[config.mk]
export PLATFORM = sky130hd
export DESIGN_NAME = ask_tx
export DESIGN_NICKNAME = d
export VERILOG_FILES = /design/src/rtl/ask_tx.sv
export SDC_FILE = /design/constraint.sdc
export NUM_CORES = 1
export LEC_CHECK = 0
export CAP_MARGIN = 20
export CORE_ASPECT_RATIO = 0.8
export CORE_UTILIZATION = 38
export DETAILED_ROUTE_END_ITERATION = 8
export GPL_TIMING_DRIVEN = 0
export PLACE_DENSITY = 0.61
export SYNTH_ARGS = -nofsm -noshare
export SYNTH_HDL_FRONTEND = slang
export SYNTH_SLANG_ARGS = --single-unit
[constraint.sdc]
create_clock -name clk -period 2.1 [get_ports clk]
set_input_delay 0.63 -clock clk [delete_from_list [all_inputs] [get_ports clk]]
set_output_delay 0.63 -clock clk [all_outputs]
set_load 0.02 [all_outputs]
[src/rtl/ask_tx.sv]
// ASK packet transmitter: sample-rate preamble, symbol-rate syncword,
// then 9-symbol byte frames (8 data MSB first + stop), back-to-back.
module ask_tx #(
  parameter int PREAMBLE_WIDTH = 32,
  parameter logic [PREAMBLE_WIDTH-1:0] PREAMBLE = 32'hF0F0F0F0,
  parameter int SYNCWORD_WIDTH = 8,
  parameter logic [SYNCWORD_WIDTH-1:0] SYNCWORD = 8'b11100101,
  parameter int SYMBCLK_PRESCALER = 4,
  parameter logic STOP_LEVEL = 1'b0
) (
  input  logic       clk,
  input  logic       reset,
  input  logic [7:0] data,
  input  logic       valid,
  output logic       ready,
  output logic       serialout,
  output logic       busy
);

  localparam int MAXPS = (PREAMBLE_WIDTH > SYNCWORD_WIDTH) ?
                         PREAMBLE_WIDTH : SYNCWORD_WIDTH;
  localparam int MAXW  = (MAXPS > 9) ? MAXPS : 9;
  localparam int CW    = $clog2(MAXW);
  localparam int PIW   = (PREAMBLE_WIDTH > 1) ?
                         $clog2(PREAMBLE_WIDTH) : 1;
  localparam int SIW   = (SYNCWORD_WIDTH > 1) ?
                         $clog2(SYNCWORD_WIDTH) : 1;
  localparam int SCW   = $clog2(SYMBCLK_PRESCALER);

  localparam logic [2:0] S_IDLE = 3'd0;
  localparam logic [2:0] S_PRE  = 3'd1;
  localparam logic [2:0] S_SYNC = 3'd2;
  localparam logic [2:0] S_DATA = 3'd3;
  localparam logic [2:0] S_STOP = 3'd4;

  logic [2:0]     state;
  logic [2:0]     state_nx;
  logic [7:0]     hold;
  logic [7:0]     shift;
  logic           hold_full;
  logic [SCW-1:0] scnt;
  logic [CW-1:0]  bitcnt;
  logic [PIW-1:0] pidx;
  logic [SIW-1:0] sidx;
  logic           accept;
  logic           sym_end;
  logic           bit_last;
  logic           load;
  logic           bypass;
  logic           level;

  assign ready    = ~hold_full;
  assign busy     = (state != S_IDLE);
  assign accept   = valid & ready;
  assign sym_end  = (scnt == SCW'(SYMBCLK_PRESCALER - 1));
  assign bit_last = (bitcnt == '0);
  assign pidx     = bitcnt[PIW-1:0];
  assign sidx     = bitcnt[SIW-1:0];

  always_comb begin
    state_nx = state;
    load     = 1'b0;
    bypass   = 1'b0;
    level    = 1'b0;
    case (state)
      S_IDLE: begin
        if (hold_full) state_nx = S_PRE;
      end
      S_PRE: begin
        level = PREAMBLE[pidx];
        if (bit_last) state_nx = S_SYNC;
      end
      S_SYNC: begin
        level = SYNCWORD[sidx];
        if (sym_end && bit_last) begin
          state_nx = S_DATA;
          load     = 1'b1;
        end
      end
      S_DATA: begin
        level = shift[7];
        if (sym_end && bit_last) state_nx = S_STOP;
      end
      S_STOP: begin
        level = STOP_LEVEL;
        if (sym_end) begin
          // a byte arriving on this very edge goes straight to shift
          if (hold_full || accept) begin
            state_nx = S_DATA;
            load     = 1'b1;
            bypass   = ~hold_full;
          end else begin
            state_nx = S_IDLE;
          end
        end
      end
      default: state_nx = S_IDLE;
    endcase
  end

  always_ff @(posedge clk or negedge reset) begin
    if (!reset) begin
      state     <= S_IDLE;
      serialout <= 1'b0;
      hold_full <= 1'b0;
      hold      <= '0;
      shift     <= '0;
    end else begin
      state     <= state_nx;
      serialout <= level;
      if (load) hold_full <= 1'b0;
      else if (accept) hold_full <= 1'b1;
      if (accept) hold <= data;
      if (load) shift <= bypass ? data : hold;
      else if (state == S_DATA && sym_end)
        shift <= {shift[6:0], 1'b0};
    end
  end

  always_ff @(posedge clk or negedge reset) begin
    if (!reset) begin
      scnt   <= '0;
      bitcnt <= '0;
    end else if (state_nx != state) begin
      scnt <= '0;
      case (state_nx)
        S_PRE:   bitcnt <= CW'(PREAMBLE_WIDTH - 1);
        S_SYNC:  bitcnt <= CW'(SYNCWORD_WIDTH - 1);
        S_DATA:  bitcnt <= CW'(7);
        default: bitcnt <= '0;
      endcase
    end else if (state == S_PRE) begin
      bitcnt <= bitcnt - CW'(1);
    end else if (state != S_IDLE) begin
      if (sym_end) begin
        scnt   <= '0;
        bitcnt <= bitcnt - CW'(1);
      end else begin
        scnt <= scnt + SCW'(1);
      end
    end
  end

endmodule
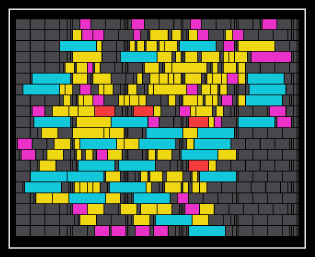
run_1/cell_classes.png
Scale: 4 px per um. Fill, decap, tap and diode cells in grey.
class	colour	cells	share of their area
other buffers and delay cells	magenta	33	15%
flip-flops	cyan	28	36%
all other logic	yellow	117	46%
clock drivers and dummy loads	red	4	2.8%
flip-flop and latch share of the layout cell area: 34.8%
Core Footprint: 3850 um2
Rows: 20
utilization after layout: 52.4%

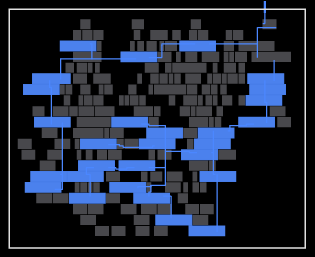
run_1/port_nets.png
Scale: 4 px per um.
port	colour	bits	direction	edge	end cells	buffers	wire
reset	blue	1	input	north	28	2	233 um
Port Buf Inserts: 13
I/O Pins: 14

==> impl_summary.log, run 1 <==
[flow] final metrics
[metrics] All-Layer GR Usage: 17.4%
[metrics] chip height: 59.3 um
[metrics] yosys synthesis warning count: 0
[metrics] area reported by Yosys stat: 1560 um2
[metrics] portion of the post-synthesis area used by sequential elements: 44.9%
[metrics] final setup violating endpoints: 7
[metrics] main flop type: sky130_fd_sc_hd__dfrtp_1
[metrics] logic gate share of total power: 50.9%
[metrics] type of the tightest min-delay check: flip-flop to flip-flop
[metrics] Slew headroom: a little under two thirds
[metrics] cell types occupying the most area after synthesis: sky130_fd_sc_hd__dfrtp_1 45%, sky130_fd_sc_hd__mux2_2 11%, sky130_fd_sc_hd__mux2i_1 7.7%
[metrics] post-route worst setup slack: -0.121 ns
[metrics] HPWL after DPL: 2430 um
[metrics] Sequential Area: roughly 700 um2
[metrics] CP Capture Type: flip-flop
[metrics] most common cell in the netlist: sky130_fd_sc_hd__dfrtp_1
[metrics] number of antenna-violating nets in the routed design: 0
[metrics] EDFF count, synth: 0
[metrics] total global routing overflow: 0
[metrics] internal power summed over all cells: 1.51 mW
[metrics] post-synthesis average cell area: roughly 10 um2
[metrics] result of the run: finished with violations
[metrics] vias in the first global route: 1252
[metrics] launching point of the worst reg2reg path: bitcnt[1]$_DFFE_PN0P_
[metrics] number of buffers added to fix hold violations after cts: 0
[metrics] Max Buffers Root-to-Sink: 2
[metrics] total length of routed wires: 3440 um
[metrics] leakage power total: 0.907 nW
[metrics] nets: 197
[metrics] largest driver fanout on the critical path: 4
[metrics] leading cell type in the layout, fill and taps excluded: sky130_fd_sc_hd__dfrtp_1
[metrics] highest-count cells in the layout ignoring fill and taps: 27 x sky130_fd_sc_hd__dfrtp_1, 15 x sky130_fd_sc_hd__nor2_1, 15 x sky130_fd_sc_hd__mux2_2, 14 x sky130_fd_sc_hd__buf_4, 12 x sky130_fd_sc_hd__a21oi_1
[metrics] total power of the final layout: around 2.5 mW
[metrics] initial cell density of the core: 40.5%
[metrics] initial antenna violation count: 0
[metrics] clock tree root buffer cell: sky130_fd_sc_hd__clkbuf_8
[metrics] overall die width: 73.6 um
[metrics] final routed DRC violation total: 0
[metrics] WL per Instance: between 10 and 15 um
[metrics] first-pass iteration count of the detailed router: 4
[metrics] launch point of the worst hold path: hold[2]$_DFFE_PN0P_
[metrics] clock network fraction of design power: 13.5%
[metrics] total tool warning count: 29
[metrics] slowest library cell on the worst path: sky130_fd_sc_hd__dfrtp_1
[metrics] required time of the critical path: 2.25 ns
[metrics] CTS tree: done
[metrics] sequential power share: a little over a third
[metrics] Total Die Area: 4370 um2
[metrics] clock sinks: 28
[metrics] vias post-DR: 1271
[metrics] classification of the worst setup path: flip-flop to flip-flop
[metrics] area share of the largest cell type after synthesis: around 45%
[metrics] worst slew pin tran: 0.546 ns
[metrics] number of standard cells reported by yosys: 152
[metrics] ordered cell list for the critical path: inv_2 -> ha_4 -> nor4b_4 -> nand3_2 -> a211oi_4 -> mux2i_4 -> buf_4 -> o21ai_0
[metrics] last weighted congestion value of the routability-driven placer: 0.837
[metrics] fraction of layout instances using a drive strength above 1: 31.3%
[metrics] post-layout minimum cycle time: 2.22 ns
[metrics] final tally of hold violations: 0
[metrics] Area growth, synth to finish: 29.4%
[metrics] total CTS buffers: 3
[metrics] maximum clock frequency: 450 MHz
[metrics] arrival time at the worst endpoint: 2.37 ns
[metrics] first-pass GRT wire length: roughly 5700 um
[metrics] #FFs+latches synth: 28
[metrics] violated checks: negative setup slack
[metrics] Setup WS pre-CTS: -0.769 ns
[metrics] unrepaired setup endpoints after global routing: true
[metrics] clock input transition at the sequential cells of the worst setup and hold paths: 0.09 ns
[metrics] share of flip-flops with an asynchronous set or reset: 100%
[metrics] Cell Type Count: 36
[metrics] most frequent cells after synthesis: 28 x sky130_fd_sc_hd__dfrtp_1, 18 x sky130_fd_sc_hd__nor2_1, 15 x sky130_fd_sc_hd__mux2_2
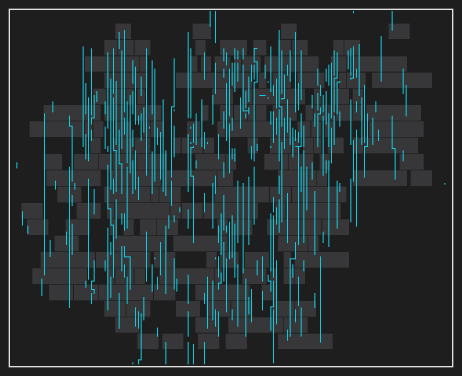
run_1/met2.png
Scale: 6 px per um. Cells faint in the background.
longest straight run	26.9 um
share of all routed wire	47%
wire length on this layer	1610 um

run 1: cells by family (layout without fill, tap and decap cells):
kind of cell             count (synthesis)  in the layout  synth area share, %
flip-flops                              28             28                 44.9
AND/OR/NAND/NOR                         48             48                 16.4
multiplexers                            27             27                 18.5
XOR/XNOR                                 2              2                 1.12
adder cells (fa/ha/maj)                  3              3                 2.41
AND-OR/OR-AND                           31             31                 13.0
buffers and inverters                   13             43                 3.69
run 1: routing by layer:
| metal | track usage (%) | wire, um | up-vias |
|---|---|---|---|
| li1 | - | - | 607 |
| met1 | 23.7 | 1660 | 633 |
| met2 | 27.8 | 1610 | 27 |
| met3 | 4.59 | 131 | 4 |
| met4 | 4.67 | 42 | 0 |
| met5 | 0 | 0 | - |
run 1: worst paths after layout:
| kind | endpoint | slack (ns) | depth (start not counted) |
|---|---|---|---|
| setup reg to reg | bitcnt[2]$_DFFE_PN0P_ | -0.12 | 8 |
| setup / recovery | bitcnt[2]$_DFFE_PN0P_ | -0.12 | 8 |
| hold / removal | hold[2]$_DFFE_PN0P_ | 0.51 | 1 |
| min in group asynchronous | bitcnt[3]$_DFFE_PN0P_ | 0.71 | 1 |
| max in group asynchronous | hold[7]$_DFFE_PN0P_ | 0.92 | 2 |
| hold reg to reg | hold[2]$_DFFE_PN0P_ | 0.51 | 1 |
run 1: metrics by stage:
step	util, %	hold slack (ns)	std cells	cell area [um2]
CTS	51.0	0.510	230	1970
finish	52.4	0.507	237	2020
global route	52.4	0.524	237	2020
floorplan	-	0.334	152	1560
global placement	45.6	0.482	220	1760
detailed placement	46.4	0.487	221	1790
run 1: cell type report:
type                    instances  area share [%]
multi-input cells             111            43.6
flip-flops and latches         28            34.8
repair buffers                 27            12.3
well taps                      55            3.41
clock buffers                   4            2.73
plain buffers                   6            2.11
inverters                       6            1.12
run 1: worst max-delay path, delay by kind of cell, from the launching register on:
kind,cells,cell delay [ns]
DFF,1,0.41
and+or+nand+nor,2,0.49
AOI/OAI and AO/OA,2,0.48
muxes,1,0.33
buffers and inverters,2,0.24
adders and majority gates,1,0.14
run 1: power by group through the flow:
| stage | sequential (mW) | combinational, mW | clock, mW |
|---|---|---|---|
| finish | 0.875 | 1.25 | 0.331 |
| global route | 0.893 | 1.39 | 0.368 |
| CTS | 0.873 | 1.16 | 0.344 |
| detailed placement | 0.874 | 1.01 | 0 |
| global placement | 0.862 | 0.967 | 0 |
| floorplan | 0.851 | 0.775 | 0 |
run 1: what timing repair did:
| item | CTS | global route |
|---|---|---|
| setup endpoints to repair | 16 | 16 |
| pin swaps | 6 | 2 |
| resized | 27 | 5 |
| hold endpoints to repair | 0 | 0 |
| buffers inserted | 6 | 7 |
run 1: state kept, by name, indices dropped and copies added, names as in the netlist:
register	count
bitcnt	5
hold	8
hold_full	1
scnt	2
serialout	1
shift	8
state	3
==> run 2, diff against run 1 <==
- CTS_CLUSTER_SIZE: unset -> 12
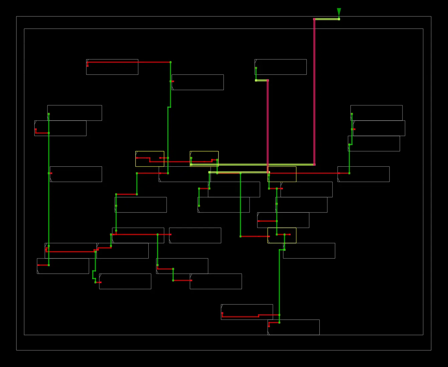
run_2/final_clocks.png
FFs & Latches: 28
total CTS buffers: 3
Max Clock Skew: 0.00239 ns
clock buffers: 4

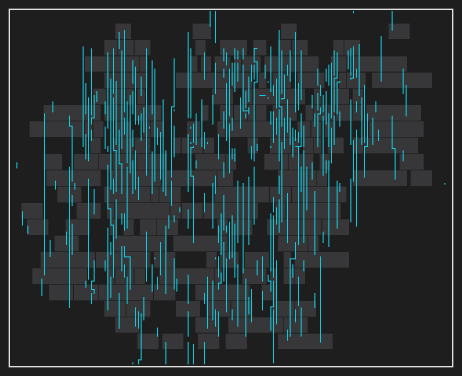
run_2/met2.png
Scale: 6 px per um. Cells faint in the background.
wire length on this layer	1610 um
longest straight run	26.9 um
main direction	vertical
share of all routed wire	47%
nets with wire on the layer	176

==> impl_summary.log, run 2 <==
[flow] final metrics
[metrics] final tally of hold violations: 0 (unchanged)
[metrics] vias post-DR: 1271 (unchanged)
[metrics] main flop type: sky130_fd_sc_hd__dfrtp_1 (unchanged)
[metrics] CP startpoint: bitcnt[1]$_DFFE_PN0P_ (unchanged)
[metrics] total power of the final layout: 2.46 mW (unchanged)
[metrics] Largest logic family: multiplexers (unchanged)
[metrics] post-synthesis average cell area: 10.3 um2 (unchanged)
[metrics] area fraction in mux cells: 18.5% (unchanged)
[metrics] leading cell type in the layout, fill and taps excluded: sky130_fd_sc_hd__dfrtp_1 (unchanged)
[metrics] instance count of the mapped netlist: 152 (unchanged)
[metrics] EDFF count, synth: 0 (unchanged)
[metrics] All-Layer GR Usage: 17.4% (unchanged)
[metrics] register-to-register setup slack: -0.12 ns (about the same)
[metrics] required time of the critical path: 2.25 ns (about the same)
[metrics] share of flip-flops with an asynchronous set or reset: 100% (unchanged)
[metrics] combined area of all synthesized cells: 1560 um2 (unchanged)
[metrics] largest driver fanout on the critical path: 4 (unchanged)
[metrics] initial antenna violation count: 0 (unchanged)
[metrics] largest net degree at the start of global routing: 21 (unchanged)
[metrics] power per cell area: 1220 nW/um2 (unchanged)
[metrics] fin. max-slew vios: 0 (unchanged)
[metrics] number of cells on the worst hold path: 1 (unchanged)
[metrics] post-place instance area: 1790 um2 (unchanged)
[metrics] final period utilization: 106% (unchanged)
[metrics] initial cell density of the core: 40.5% (unchanged)
[metrics] via-per-instance ratio: 5.36 (unchanged)
[metrics] Slew headroom: 63.5% (unchanged)
[metrics] final std cell area, no fill: 2020 um2 (unchanged)
[metrics] Ant. Diodes: 0 (unchanged)
[metrics] Area growth, synth to finish: 29.4% (unchanged)
[metrics] Cell Type Count: 36 (unchanged)
[metrics] highest-count cells in the layout ignoring fill and taps: 27 x sky130_fd_sc_hd__dfrtp_1, 15 x sky130_fd_sc_hd__nor2_1, 15 x sky130_fd_sc_hd__mux2_2, 14 x sky130_fd_sc_hd__buf_4, 12 x sky130_fd_sc_hd__a21oi_1 (unchanged)
[metrics] HPWL after DPL: 2430 um (unchanged)
[metrics] CTS H-tree lvls: 1 (unchanged)
[metrics] classification of the worst setup path: flip-flop to flip-flop (unchanged)
[metrics] number of buffers added to fix hold violations after cts: 0 (unchanged)
[metrics] total length of routed wires: 3440 um (unchanged)
[metrics] number of standard cells reported by yosys: 152 (unchanged)
[metrics] #FFs+latches synth: 28 (unchanged)
[metrics] cell family with most CP delay: simple AND/OR/NAND/NOR gates (unchanged)
[metrics] cell types occupying the most area after synthesis: sky130_fd_sc_hd__dfrtp_1 45%, sky130_fd_sc_hd__mux2_2 11%, sky130_fd_sc_hd__mux2i_1 7.7% (unchanged)
[metrics] ordered cell list for the critical path: inv_2 -> ha_4 -> nor4b_4 -> nand3_2 -> a211oi_4 -> mux2i_4 -> buf_4 -> o21ai_0 (unchanged)
[metrics] maximum clock frequency: 450 MHz (unchanged)
[metrics] final routed DRC violation total: 0 (unchanged)
[metrics] area reported by Yosys stat: 1560 um2 (unchanged)
[metrics] number of max-cap violations: 0 (unchanged)
[metrics] overall die width: 73.6 um (unchanged)
[metrics] endpoint of the lowest-slack register-to-register path: bitcnt[2]$_DFFE_PN0P_ (unchanged)
[metrics] portion of the post-synthesis area used by sequential elements: 44.9% (unchanged)
[metrics] launch point of the worst hold path: hold[2]$_DFFE_PN0P_ (unchanged)
[metrics] yosys synthesis warning count: 0 (unchanged)
[metrics] number of buffers and inverters on the critical path: 2 (unchanged)
[metrics] CP Capture Type: flip-flop (unchanged)
[metrics] peak supply drop: 0.000448 V (unchanged)
[metrics] I/O Pins: 14 (unchanged)
[metrics] clock tree root buffer cell: sky130_fd_sc_hd__clkbuf_8 (unchanged)
[metrics] Reg2Reg Depth: 8 (unchanged)
[metrics] number of antenna-violating nets in the routed design: 0 (unchanged)
[metrics] Latency at later pin: 0.27 ns (about the same)
[metrics] post-route worst setup slack: -0.121 ns (unchanged)
[metrics] clock input transition at the sequential cells of the worst setup and hold paths: 0.09 ns (about the same)
[metrics] fraction of layout instances using a drive strength above 1: 31.3% (unchanged)
[metrics] slowest library cell on the worst path: sky130_fd_sc_hd__dfrtp_1 (unchanged)
[metrics] simple-gate portion of the synthesized area: 16.4% (unchanged)
[metrics] Post-Synthesis Net Count: 166 (unchanged)
[metrics] first-pass GRT wire length: 5720 um (unchanged)
[metrics] element type at the critical path start: flip-flop (unchanged)
[metrics] last weighted congestion value of the routability-driven placer: 0.837 (unchanged)
[metrics] Core Footprint: 3850 um2 (unchanged)
[metrics] post-layout minimum cycle time: 2.22 ns (unchanged)
[metrics] arrival time at the worst endpoint: 2.37 ns (about the same)
[metrics] Total Die Area: 4370 um2 (unchanged)
[metrics] total global routing overflow: 0 (unchanged)
[metrics] launching point of the worst reg2reg path: bitcnt[1]$_DFFE_PN0P_ (unchanged)
[metrics] area share of the largest cell type after synthesis: 44.9% (unchanged)
[metrics] violated checks: negative setup slack (unchanged)
[metrics] Rows: 20 (unchanged)
[metrics] worst slew pin tran: 0.546 ns (unchanged)
[metrics] biggest registers after layout: hold: 8 flops, shift: 8 flops, bitcnt: 5 flops (unchanged)
[metrics] unrepaired setup endpoints after global routing: true (unchanged)
[metrics] largest area contributor in the netlist: sky130_fd_sc_hd__dfrtp_1 (unchanged)
[metrics] result of the run: finished with violations (unchanged)
[metrics] most frequent cells after synthesis: 28 x sky130_fd_sc_hd__dfrtp_1, 18 x sky130_fd_sc_hd__nor2_1, 15 x sky130_fd_sc_hd__mux2_2 (unchanged)
[metrics] leakage power total: 0.907 nW (unchanged)
[metrics] vias in the first global route: 1252 (unchanged)
[metrics] chip height: 59.3 um (unchanged)
[metrics] WL per Instance: 14.5 um (unchanged)
[metrics] Post-Synth XOR/XNOR Area: 1.12% (unchanged)
[metrics] post-route worst hold slack: 0.507 ns (unchanged)
[metrics] largest stage delay on the critical path: 0.41 ns (about the same)
[metrics] compound-cell area share of the yosys netlist: 13.0% (unchanged)
[metrics] final setup violating endpoints: 7 (unchanged)
[metrics] total tool warning count: 29 (unchanged)
[metrics] Max Buffers Root-to-Sink: 2 (unchanged)
[metrics] nets: 197 (unchanged)
[metrics] Worst Hold End: hold[2]$_DFFE_PN0P_ (unchanged)
[metrics] Port Buf Inserts: 13 (unchanged)
[metrics] CTS tree: done (unchanged)
[metrics] area fraction in full adders, half adders and majority gates: 2.41% (unchanged)
[metrics] most common cell in the netlist: sky130_fd_sc_hd__dfrtp_1 (unchanged)
[metrics] Iteration-0 DRC Markers: 57 (unchanged)
[metrics] first-pass iteration count of the detailed router: 4 (unchanged)
[metrics] type of the tightest min-delay check: flip-flop to flip-flop (unchanged)
[metrics] Post-Route Setup TNS: -0.680 ns (unchanged)
[metrics] clock sinks: 28 (unchanged)
## run 2: area by class of cell
cell class                 instances  area, um2
buffer                             6       42.5
sequential                        28        702
inverter                           6       22.5
fill                             366       1840
multi-input combinational        111        880
timing repair buffer              27        248
tap                               55       68.8
clock buffer                       4       55.1
## run 2: cell families after synthesis
kind of cell / count (synthesis)
simple gates: 48
compound gates: 31
flops: 28
mux: 27
fa+ha+maj: 3
xor+xnor: 2
buf+inv: 13
## run 2: worst max path at each step
stage | end | slack [ns] | depth (start not counted)
global placement | bitcnt[3]$_DFFE_PN0P_ | -0.69 | 7
detailed placement | bitcnt[3]$_DFFE_PN0P_ | -0.77 | 7
floorplan | bitcnt[3]$_DFFE_PN0P_ | 0.02 | 8
CTS | bitcnt[3]$_DFFE_PN0P_ | -0.11 | 8
global route | bitcnt[3]$_DFFE_PN0P_ | -0.22 | 8
finish | bitcnt[2]$_DFFE_PN0P_ | -0.12 | 8
## run 2: stage by stage
step                setup WS [ns]  util [%]  std cells
global route               -0.224      52.4        237
finish                     -0.121      52.4        237
detailed placement         -0.769      46.4        221
floorplan                  0.0168         -        152
CTS                        -0.106      51.0        230
global placement           -0.690      45.6        220
## run 2: worst reg2reg max path, cell delays in order, from the launching register on
cell                       delay [ns]
sky130_fd_sc_hd__dfrtp_1         0.41
sky130_fd_sc_hd__inv_2           0.09
sky130_fd_sc_hd__ha_4            0.14
sky130_fd_sc_hd__nor4b_4         0.33
sky130_fd_sc_hd__nand3_2         0.17
sky130_fd_sc_hd__a211oi_4        0.40
sky130_fd_sc_hd__mux2i_4         0.33
sky130_fd_sc_hd__buf_4           0.15
sky130_fd_sc_hd__o21ai_0         0.08
## run 2: what timing repair did
item | in CTS | in global routing
setup buffers | 6 | 7
gates resized | 27 | 5
gates cloned | 0 | 0
pin swaps | 6 | 2
setup endpoints to repair | 16 | 16
## run 2: power breakdown
| group | total [mW] | leakage, nW | internal [mW] | switching, mW |
|---|---|---|---|---|
| Sequential | 0.875 | 0.338 | 0.736 | 0.139 |
| Clock | 0.331 | 0.0288 | 0.168 | 0.163 |
| Combinational | 1.25 | 0.540 | 0.611 | 0.639 |
## run 2: per-layer routing
metal	vias up	routed length [um]	global-route usage, %
met5	-	0	0
met1	633	1660	23.7
met3	4	131	4.59
li1	607	-	-
met2	27	1610	27.8
met4	0	42	4.67
Power and IR drop assume default switching activity.
